Wiring by layer:
Scale: 4 px per um. Two of the layers only.
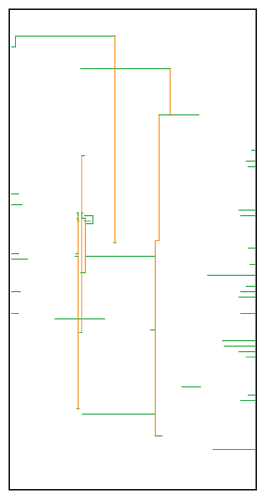
Logic cells by family:
Scale: 4 px per um.
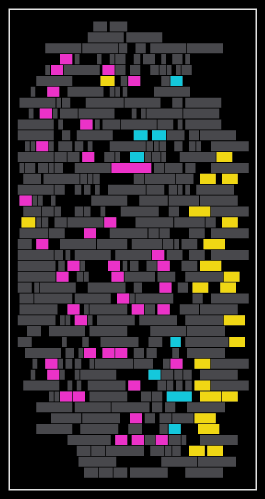
==> config.mk <==
export PLATFORM = sky130hd
export DESIGN_NAME = seg7_scan_decoder
export DESIGN_NICKNAME = d
export VERILOG_FILES = /design/src/rtl/seg7_scan_decoder.sv
export SDC_FILE = /design/constraint.sdc
export NUM_CORES = 1
export LEC_CHECK = 0
export CAP_MARGIN = 20
export CORE_ASPECT_RATIO = 2
export CORE_MARGIN = 1.5
export CORE_UTILIZATION = 55
export CTS_CLUSTER_DIAMETER = 50
export DETAILED_ROUTE_END_ITERATION = 10
export DONT_BUFFER_PORTS = 1
export PLACE_DENSITY = 0.7
export SLEW_MARGIN = 5
export SYNTH_ARGS = -nofsm -noshare
export SYNTH_HDL_FRONTEND = slang
export SYNTH_SLANG_ARGS = --single-unit
==> constraint.sdc <==
create_clock -name CLK -period 2.3 [get_ports CLK]
set_clock_uncertainty 0.15 [all_clocks]
set_input_delay 0.46 -clock CLK [delete_from_list [all_inputs] [get_ports CLK]]
set_output_delay 0.46 -clock CLK [all_outputs]
set_load 0.05 [all_outputs]
==> flow_summary.yaml <==
# synthesis and place-and-route metrics
placed_design:
  gp_congestion: 0.8287
  placed_cells: 411
  dpl_cell_area_mm2: 0.003999
  hpwl_um: 4974
power_and_ir_drop:
  power.density_mw_per_mm2: 716.2
  p_seq_share_pct: 45.2
  p_clk_uw: 1640
  pg_comb_uw: 163
  ir_drop_v: 0.0009345
  p_seq_uw: 1490
route:
  drt-met1-wl_um: 2562
  viasPerCell: 5.475
  wl_met2_um: 4078
yosys:
  synth_top_cell_by_area: "dfstp_2"
  most_common_cell: "dfstp_2"
  edf_count: 0
  synthArstFlopShare_pct: 100.0
  simple_gate_area_share_pct: 18.30
  top_area_share_pct: 32.25
  ys_sh_aoi_pct: 4.441
  netlist_instances: 311
  ys_warn_count: 0
  ys_cells: 311
critical_path:
  cp_top_family: "simple AND/OR/NAND/NOR gates"
  end_kind: "flip-flop"
  crit_fanout: 5
  crit_type: "flip-flop to flip-flop"
sta:
  setup_viol: 1
  period_needed_ps: 2304
  holdWs_ps: -334.2
  setup_ws_ps: -3.999
  hold_viol: 79
layout:
  nonClockInverterCount: 19
  clock_cell_area_share_pct: 7.832
  nNonClkBuffers: 40
  n_fill_cell: 497
  seq_area_mm2: 0.002034
  lay_top_cells: "dfstp_2 (46), nor2_1 (35), dfrtp_1 (33)"
  layout.area.comb_mm2: 0.001673
outcome:
  status: "finished, violations left"
  failed_checks: "hold timing, setup timing"
clock_network:
  post_cts_buffers: 1
  cts_buffers: 9
  cts.clk_slew.worst_paths_ps: 60
  clock_latency_ps: 340
grt:
  antenna_found_initial: 0
  grt.busiest_layer: "met2"
  grt_overflow: 0
  grt_start_max_net_pins: 80
  use_met1_pct: 20.67
Back to the opening pictures, 'wiring by layer':
Key: green = M3 [wire length 220 um]; orange = M4 [wire length 250 um]
routed len/inst: 16.09 um
Via Count: 2420
final WL: 7110 um
Tot GR Track Use: 21.08%

Back to the opening pictures, 'logic cells by family':
Key: yellow = mux cells [cells 22]; cyan = non-inverting ao/oa cells [cells 8]; magenta = xor and xnor cells [cells 39]
most common logic cell in the routed design: dfstp_2
Cell Count, Final, Fillers Out: 442
Comb/total area: 36.36%

